`config.mk`:
```
export PLATFORM = sky130hd
export DESIGN_NAME = and3_bist_ctrl
export DESIGN_NICKNAME = d
export VERILOG_FILES = /design/src/rtl/and3_bist_ctrl.sv
export SDC_FILE = /design/constraint.sdc
export NUM_CORES = 1
export LEC_CHECK = 0
export CAP_MARGIN = 0
export CORE_MARGIN = 2
export CORE_UTILIZATION = 45
export CTS_CLUSTER_SIZE = 10
export DETAILED_ROUTE_END_ITERATION = 10
export PLACE_DENSITY = 0.75
export SLEW_MARGIN = 20
export SYNTH_ARGS = -nofsm -noshare
export SYNTH_HDL_FRONTEND = slang
export SYNTH_SLANG_ARGS = --single-unit
```
`constraint.sdc`:
```
create_clock -name i_clk -period 2.6 [get_ports i_clk]
set_input_delay 0.26 -clock i_clk [delete_from_list [all_inputs] [get_ports i_clk]]
set_output_delay 0.26 -clock i_clk [all_outputs]
set_load 0.005 [all_outputs]
```
`src/rtl/and3_bist_ctrl.sv`:
```
// -----------------------------------------------------------------------------
// and3_bist_ctrl
//   Built-in self-test sequencer for an N-input AND gate. A start pulse
//   launches a sweep over all 2^N_IN input vectors in ascending order. Each
//   vector is held for SETTLE_CYC cycles and then the gate output is compared
//   with the expected AND. The block reports pass/fail, a mismatch count and
//   the first failing vector.
//
// Parameters
//   N_IN        number of gate inputs (1..8)
//   SETTLE_CYC  cycles each vector is held before sampling (1..255)
//
// Configuration macro
//   AND3_BIST_STOP_ON_FAIL_EN  defined: end the sweep at the first mismatch
//                              undefined: always run the full sweep
//
// Ports
//   i_clk             clock, all logic on rising edge
//   i_rst             synchronous active-high reset
//   i_start           1-cycle sweep request (ignored while busy)
//   i_dut_s           gate output under test
//   o_vec             vector driven to the gate (o_vec[N_IN-1]=a ... [0]=c)
//   o_busy            high from the first DRIVE cycle through the DONE cycle
//   o_done            1-cycle pulse at end of sweep
//   o_pass            last sweep had zero mismatches (held until next start)
//   o_err_cnt         mismatch count of current/last sweep
//   o_first_err_vec   vector of the first mismatch (valid when o_err_cnt != 0)
// -----------------------------------------------------------------------------
module and3_bist_ctrl #(
  parameter int N_IN       = 3,
  parameter int SETTLE_CYC = 2
) (
  input  logic            i_clk,
  input  logic            i_rst,
  input  logic            i_start,
  input  logic            i_dut_s,
  output logic [N_IN-1:0] o_vec,
  output logic            o_busy,
  output logic            o_done,
  output logic            o_pass,
  output logic [N_IN:0]   o_err_cnt,
  output logic [N_IN-1:0] o_first_err_vec
);

  typedef enum logic [1:0] {
    S_IDLE  = 2'd0,
    S_DRIVE = 2'd1,
    S_CHECK = 2'd2,
    S_DONE  = 2'd3
  } state_t;

  localparam logic [N_IN-1:0] VEC_LAST    = {N_IN{1'b1}};
  localparam logic [7:0]      SETTLE_LAST = 8'(SETTLE_CYC - 1);

  state_t          r_state;
  state_t          w_state_nxt;
  logic [7:0]      r_settle;
  logic [N_IN-1:0] r_vec;
  logic [N_IN:0]   r_err_cnt;
  logic [N_IN-1:0] r_first_err_vec;
  logic            r_pass;
  logic            r_busy;
  logic            r_done;

  logic            w_mismatch;
  logic            w_last_vec;
  logic            w_stop;
  logic [N_IN:0]   w_err_nxt;
  logic            w_busy_nxt;
  logic            w_done_nxt;

  // Compare the gate against the reference AND; only meaningful in CHECK.
  assign w_mismatch = (i_dut_s != (&r_vec));
  assign w_last_vec = (r_vec == VEC_LAST);
  assign w_err_nxt  = r_err_cnt + {{N_IN{1'b0}}, w_mismatch};

`ifdef AND3_BIST_STOP_ON_FAIL_EN
  // A mismatch ends the sweep early with the failing vector frozen on o_vec.
  assign w_stop = w_last_vec | w_mismatch;
`else
  assign w_stop = w_last_vec;
`endif

  // State register.
  always_ff @(posedge i_clk) begin
    if (i_rst) begin
      r_state <= S_IDLE;
    end else begin
      r_state <= w_state_nxt;
    end
  end

  // Next-state logic.
  always_comb begin
    w_state_nxt = r_state;
    case (r_state)
      S_IDLE: begin
        if (i_start) w_state_nxt = S_DRIVE;
        else         w_state_nxt = S_IDLE;
      end
      S_DRIVE: begin
        if (r_settle == SETTLE_LAST) w_state_nxt = S_CHECK;
        else                         w_state_nxt = S_DRIVE;
      end
      S_CHECK: begin
        if (w_stop) w_state_nxt = S_DONE;
        else        w_state_nxt = S_DRIVE;
      end
      S_DONE:  w_state_nxt = S_IDLE;
      default: w_state_nxt = S_IDLE;
    endcase
  end

  // Output decode, taken from the next state so busy/done can be registered
  // and still line up with the state they describe.
  always_comb begin
    w_busy_nxt = (w_state_nxt != S_IDLE);
    w_done_nxt = (w_state_nxt == S_DONE);
  end

  // Sweep datapath: vector, settle counter, error bookkeeping and flags.
  always_ff @(posedge i_clk) begin
    if (i_rst) begin
      r_vec           <= '0;
      r_settle        <= 8'd0;
      r_err_cnt       <= '0;
      r_first_err_vec <= '0;
      r_pass          <= 1'b0;
      r_busy          <= 1'b0;
      r_done          <= 1'b0;
    end else begin
      r_busy <= w_busy_nxt;
      r_done <= w_done_nxt;
      case (r_state)
        S_IDLE: begin
          if (i_start) begin
            r_vec           <= '0;
            r_settle        <= 8'd0;
            r_err_cnt       <= '0;
            r_first_err_vec <= '0;
            r_pass          <= 1'b0;
          end
        end
        S_DRIVE: begin
          // Counter is cleared on its last value so the next vector starts at 0.
          if (r_settle == SETTLE_LAST) r_settle <= 8'd0;
          else                         r_settle <= r_settle + 8'd1;
        end
        S_CHECK: begin
          r_err_cnt <= w_err_nxt;
          if (w_mismatch && (r_err_cnt == '0)) begin
            r_first_err_vec <= r_vec;
          end
          // pass is settled together with the final count so it is valid with done.
          if (w_stop) r_pass <= (w_err_nxt == '0);
          else        r_vec  <= r_vec + {{(N_IN-1){1'b0}}, 1'b1};
        end
        S_DONE: begin
          r_settle <= 8'd0;
        end
        default: begin
          r_settle <= 8'd0;
        end
      endcase
    end
  end

  assign o_vec           = r_vec;
  assign o_busy          = r_busy;
  assign o_done          = r_done;
  assign o_pass          = r_pass;
  assign o_err_cnt       = r_err_cnt;
  assign o_first_err_vec = r_first_err_vec;

endmodule
```
==> run_1/placement_by_type.png <==
Scale bar: 20 um.
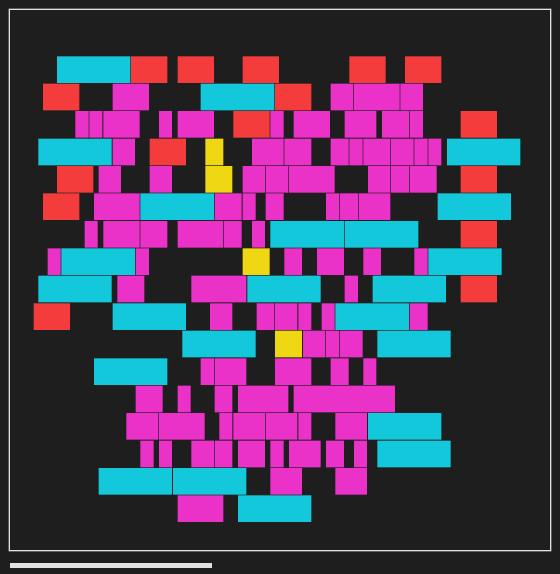
Key: sequential cells = cyan [cells 23]; clock drivers and dummy loads = yellow [cells 4]; remaining buffers and delay cells = red [cells 16]; combinational and other logic = magenta [cells 91]
flop share of the area: 35.3%
Placeable Area: 0.00225 mm2
Site Rows: 17

==> run_1/logic_types.png <==
Scale bar: 20 um.
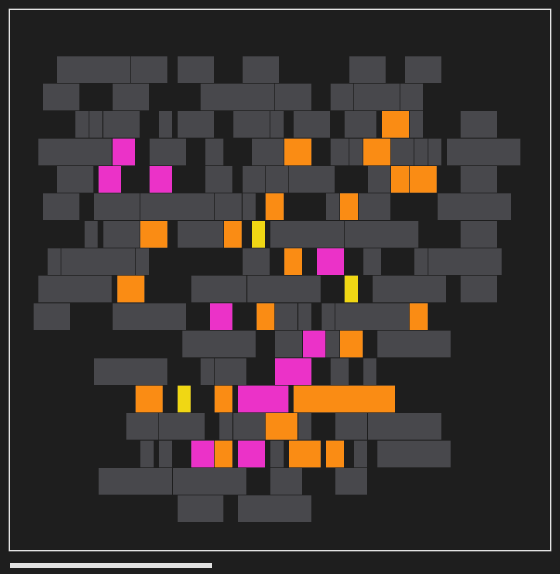
Key: inv cells = yellow [cells 3]; and/or cells = magenta [cells 10]; aoi and oai cells = orange [cells 21]
dominant logic cell type in the layout: dfxtp_1
Finished Layout Cells: 162
combinational share of cell area: 46.7%

==> run_1/power_grid.png <==
Pins as bars on the die edge. Tap cells in gray.
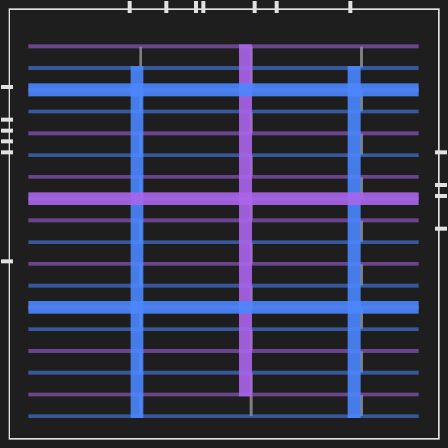
Key: VDD = purple; VSS = blue
The core has 17 rows. 28 tap cells. 18 met1 rails follow the rows. 17 signal pins sit on the boundary.
Chip Width: 53.5 um
die extent in y: 53.5 um
Peak supply drop: 0.274 mV

==> GITHUB_STEP_SUMMARY, run 1 <==
## Implementation flow summary

| Metric | Value |
|---|---|
| Largest net degree at the start of global routing | `18` |
| Tcrit/Tclk final | `81.0%` |
| Remaining Overflow, GRT | `0` |
| Layout cells sized above 1 | `7.46%` |
| Pwr Total | `0.598 mW` |
| Worst hold slack | `0.490 ns` |
| Clock sink count | `23` |
| Initial antenna violation count | `0` |
| Hold path depth | `2` |
| Synth Seq Share | `41.8%` |
| Routed Antenna Nets | `0` |
| Clock tree from TritonCTS | `built` |
| Worst Path Class, Setup | `register to register` |
| Largest area contributor in the netlist | `dfxtp_1` |
| Status | `finished clean` |
| WL/cell | `12.6 um` |
| Comb pwr share | `11.4%` |
| Dominant flop cell | `dfxtp_1` |
| First-pass GRT wire length | `3.57 mm` |
| Crit path to | `o_pass` |
| Reg2reg start | `o_vec[0]` |
[run 1: power by group through the flow]
stage | logic, mW | registers (mW) | clock network [mW]
global placement | 0.0671 | 0.377 | 0
detailed placement | 0.0682 | 0.377 | 0
global route | 0.0772 | 0.371 | 0.186
finish | 0.0681 | 0.369 | 0.161
floorplan | 0.0541 | 0.372 | 0
CTS | 0.0684 | 0.369 | 0.172
[run 1: layout make-up]
type / instances / area, um2 / share of cell area, %
clock buffer: 3 / 22.5 / 1.73
clock inverter: 1 / 5.00 / 0.384
inverter: 3 / 11.3 / 0.864
multi-input combinational: 88 / 609 / 46.7
sequential: 23 / 460 / 35.3
tap: 28 / 35.0 / 2.69
timing repair buffer: 16 / 160 / 12.3
==> run_1/clocks.png <==
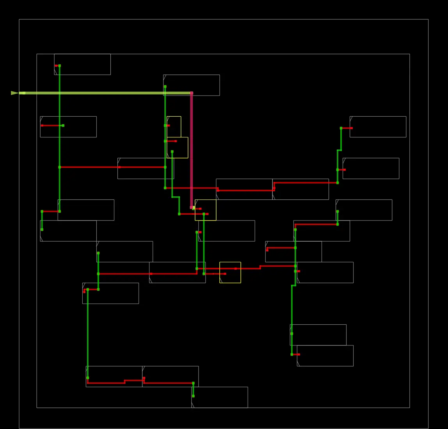

==> run 1 -> run 2 <==
--- a/config.mk
+++ b/config.mk
@@ -10,7 +10,7 @@
 export CORE_UTILIZATION = 45
 export CTS_CLUSTER_SIZE = 10
 export DETAILED_ROUTE_END_ITERATION = 10
-export PLACE_DENSITY = 0.75
+export PLACE_DENSITY = 0.77
 export SLEW_MARGIN = 20
 export SYNTH_ARGS = -nofsm -noshare
 export SYNTH_HDL_FRONTEND = slang
==> constraint.sdc (replaced) <==
create_clock -name i_clk -period 1.9 [get_ports i_clk]
set_input_delay 0.19 -clock i_clk [delete_from_list [all_inputs] [get_ports i_clk]]
set_output_delay 0.19 -clock i_clk [all_outputs]
set_load 0.005 [all_outputs]
==> run_2/clocks.png <==
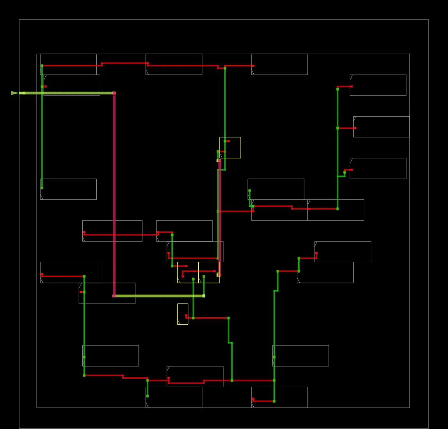
CLK BUF: 4
flop count: 23
Clock Skews: 0.00469 ns
clock group power: 0.231 mW
total CTS buffers: 3

==> run 2 against run 1 <==
Effect of this change: the run now ends with negative setup slack left; sequential cell count unchanged; critical path depth did not move; area after synthesis did not move; die size is the same; worst setup slack lost 0.50 ns; synthesized cell count stayed put; wire length up 10%; via count rose by 3.6%; highest routed layer unchanged; sequential power increased by 37%; critical endpoint unchanged; worst hold slack got worse by 0.0013 ns; sequential share of layout area shrank 2.9 points.
==> GITHUB_STEP_SUMMARY, run 2 <==
## Implementation flow summary

| Metric | Value |
|---|---|
| Status | `complete, but fails checks` |
| Failing checks | `negative setup slack` |
| Site Rows | `17 (unchanged)` |
| Clock tree from TritonCTS | `built` |
| N_taps | `28 (unchanged)` |
| Peak supply drop | `0.552 mV (+100%)` |
| WL/cell | `13.0 um (+3.6%)` |
| Dominant logic cell type in the layout | `dfxtp_1` |
| Finished Layout Cells | `172 (+6.2%)` |
| Logic area | `659 um2 (+8.2%)` |
| Reg area | `463 um2 (+0.54%)` |
| Buffers, non-clock | `26 (+10)` |
| Placeable Area | `0.00225 mm2 (unchanged)` |
| Combinational share of cell area | `46.1% (-0.63 points)` |
| Comb pwr share | `12.6% (+1.2 points)` |
| Worst hold slack | `0.489 ns (-0.00131 ns)` |
| PnR worst setup slack | `-0.00893 ns` |
| Clock-cell share | `1.84% (-0.27 points)` |
| Final setup viols | `1` |
| Largest area contributor in the netlist | `dfxtp_1` |
| First-pass GRT wire length | `3.55 mm (-0.59%)` |
| Routed Antenna Nets | `0 (unchanged)` |
| Non-clk buf share | `16.4% (+4.2 points)` |
| Comb pwr | `0.106 mW (+56%)` |
| Chip Width | `53.5 um (unchanged)` |
| Initial antenna violation count | `0 (unchanged)` |
| Pwr Total | `0.842 mW (+41%)` |
| Seq. pwr | `0.505 mW (+37%)` |
| Largest net degree at the start of global routing | `17 (-1)` |
| Worst Path Class, Setup | `register to register` |
| Inverters | `3 (unchanged)` |
| Dominant kind of cell by area | `combinational gates` |
| Tcrit/Tclk final | `100% (+19 points)` |
| Die extent in y | `53.5 um (unchanged)` |
| Layout cells sized above 1 | `18.8% (+11 points)` |
| Remaining Overflow, GRT | `0 (unchanged)` |
==> run_2/placement_by_type.png <==
Scale bar: 20 um.
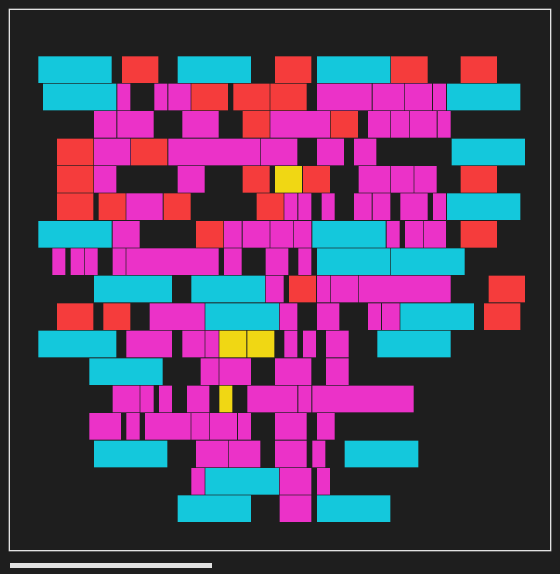
Key: combinational and other logic = magenta [cells 91]; sequential cells = cyan [cells 23]; clock drivers and dummy loads = yellow [cells 4]; remaining buffers and delay cells = red [cells 26]
flop share of the area: 32.4%
final core occ: 63.4%

## run 2: cell counts after synthesis
Identical to the previous run, type by type.
## run 2: repair_timing
| action | 4_1_cts | 5_1_grt |
|---|---|---|
| hold endpoints to repair | 0 | 0 |
| resized | 3 | 4 |
| pin swaps | 3 | 6 |
| setup buffers | 1 | 0 |
| hold buffers | 0 | 0 |
| endpoints found under the setup margin | 1 | 1 |
| gates cloned | 0 | 0 |
## run 2: path summary, 6_finish.rpt
check	start	to	slack [ns]	cells past startpoint
worst max-delay path	o_vec[1]	o_pass	-0.009	9
worst min-delay path	o_pass	o_pass	0.49	2
worst max register to register	o_vec[1]	o_pass	-0.009	9
worst min register to register	o_pass	o_pass	0.49	2
==> run 2 -> run 3 <==
--- a/config.mk
+++ b/config.mk
@@ -15,3 +15,4 @@
 export SYNTH_ARGS = -nofsm -noshare
 export SYNTH_HDL_FRONTEND = slang
 export SYNTH_SLANG_ARGS = --single-unit
+export TNS_END_PERCENT = 5
==> run_3/power_grid.png <==
Pins as bars on the die edge. Tap cells in gray.
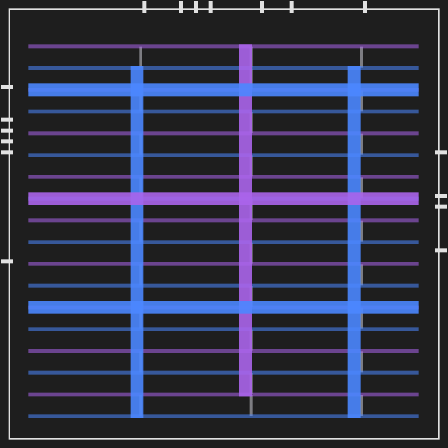
Key: VDD = purple; VSS = blue
3 straps on met5. 28 tap cells. 17 signal pins sit on the boundary.
Peak supply drop: 0.552 mV

==> run_3/placement_by_type.png <==
Scale bar: 20 um.
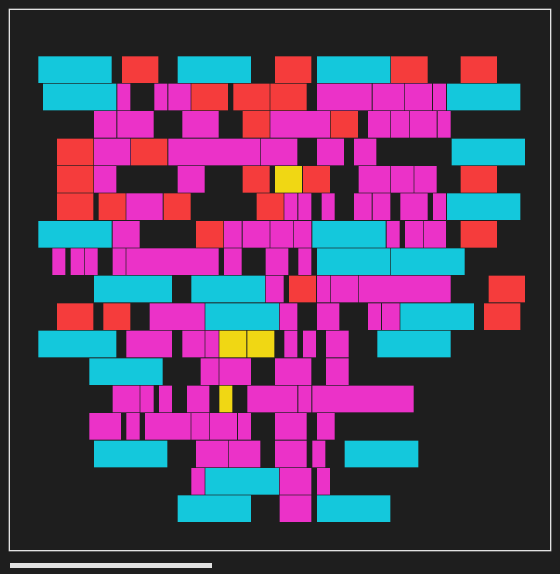
Key: sequential cells = cyan [cells 23]; clock drivers and dummy loads = yellow [cells 4]; remaining buffers and delay cells = red [cells 26]; combinational and other logic = magenta [cells 91]
post-route design area: 0.00143 mm2

==> run 3 against run 2 <==
Effect of this change: power unchanged; synthesized cell count unchanged; the flow still finishes with violations (negative setup slack); final cell count unchanged; count of clock-buffer cells in the layout unchanged; register-to-register slack about the same; clock skew unchanged; non-clock buffer count unchanged; largest cell class unchanged; utilization unchanged; global-route usage unchanged; wire length unchanged; via count unchanged.
==> GITHUB_STEP_SUMMARY, run 3 <==
## Implementation flow summary

| Metric | Value |
|---|---|
| Clock tree from TritonCTS | `built` |
| Status | `complete, but fails checks` |
| Worst Path Class, Setup | `register to register` |
| Vias in the first global route | `830` |
| Pwr Total | `0.842 mW (unchanged)` |
| Crit-path slowest cell | `dfxtp_2` |
| First-pass GRT wire length | `3.55 mm (unchanged)` |
| Worst hold path endpoint | `o_pass` |
| Worst r2r path cells | `9 (unchanged)` |
| PnR worst setup slack | `-0.00893 ns (unchanged)` |
| Finished Layout Cells | `172 (unchanged)` |
| Initial antenna violation count | `0 (unchanged)` |
| Tcrit/Tclk final | `100% (unchanged)` |
| Reg2Reg Setup Slack | `-0.009 ns (about the same)` |
| Crit path to | `o_pass` |
| Site Rows | `17 (unchanged)` |
| Dominant logic cell type in the layout | `dfxtp_1` |
| Clock group power | `0.231 mW (about the same)` |
| Chip Width | `53.5 um (unchanged)` |
| Hold path depth | `2 (unchanged)` |
| Pwr/cell area | `589 mW/mm2` |
| Final setup viols | `1 (unchanged)` |
| Vias/cell | `5.37` |
| Diode count | `0` |
| Post-CTS Setup Inserts | `1 (unchanged)` |
| WL/cell | `13.0 um (unchanged)` |
| # hold bufs at CTS | `0 (unchanged)` |
| Min-Delay Startpoint | `o_pass` |
| Remaining Overflow, GRT | `0 (unchanged)` |
| Routed Antenna Nets | `0 (unchanged)` |
| Clock Skews | `0.00469 ns (unchanged)` |
| Seq. pwr | `0.505 mW (about the same)` |
| Reg2reg start | `o_vec[1]` |
| Layout cells sized above 1 | `18.8% (unchanged)` |
| Post-CTS Resized | `3 (unchanged)` |
| Die extent in y | `53.5 um (unchanged)` |
| Worst hold slack | `0.489 ns (unchanged)` |
| Comb pwr share | `12.6% (about the same)` |
| Largest area contributor in the netlist | `dfxtp_1` |
| Failing checks | `negative setup slack` |
| Xor/xnor share | `6.36%` |
| Final core occ | `63.4% (unchanged)` |
| Largest net degree at the start of global routing | `17 (unchanged)` |
| Comb pwr | `0.106 mW (about the same)` |
| Crit path from | `o_vec[1]` |
| Placeable Area | `0.00225 mm2 (unchanged)` |
run 3: worst max-delay path, delay by kind of cell, from the launching register on:
family          cells  cell delay [ns]
flops               1             0.36
fa+ha+maj           4             0.77
xor+xnor            1             0.17
simple gates        2             0.14
compound gates      2             0.41
run 3: final cells by class:
class	instances	area, um2
multi-input combinational	88	659
timing repair buffer	26	235
clock buffer	4	26.3
inverter	3	11.3
fill	191	825
sequential	23	463
tap	28	35.0
run 3: kinds of logic after synthesis:
| family | Yosys count |
|---|---|
| AND-OR/OR-AND | 24 |
| XOR/XNOR | 8 |
| adder cells (fa/ha/maj) | 6 |
| buffers and inverters | 8 |
| flip-flops | 23 |
| multiplexers | 4 |
| AND/OR/NAND/NOR | 46 |
Power figures rest on the tool's default switching activity, not on a simulated workload.
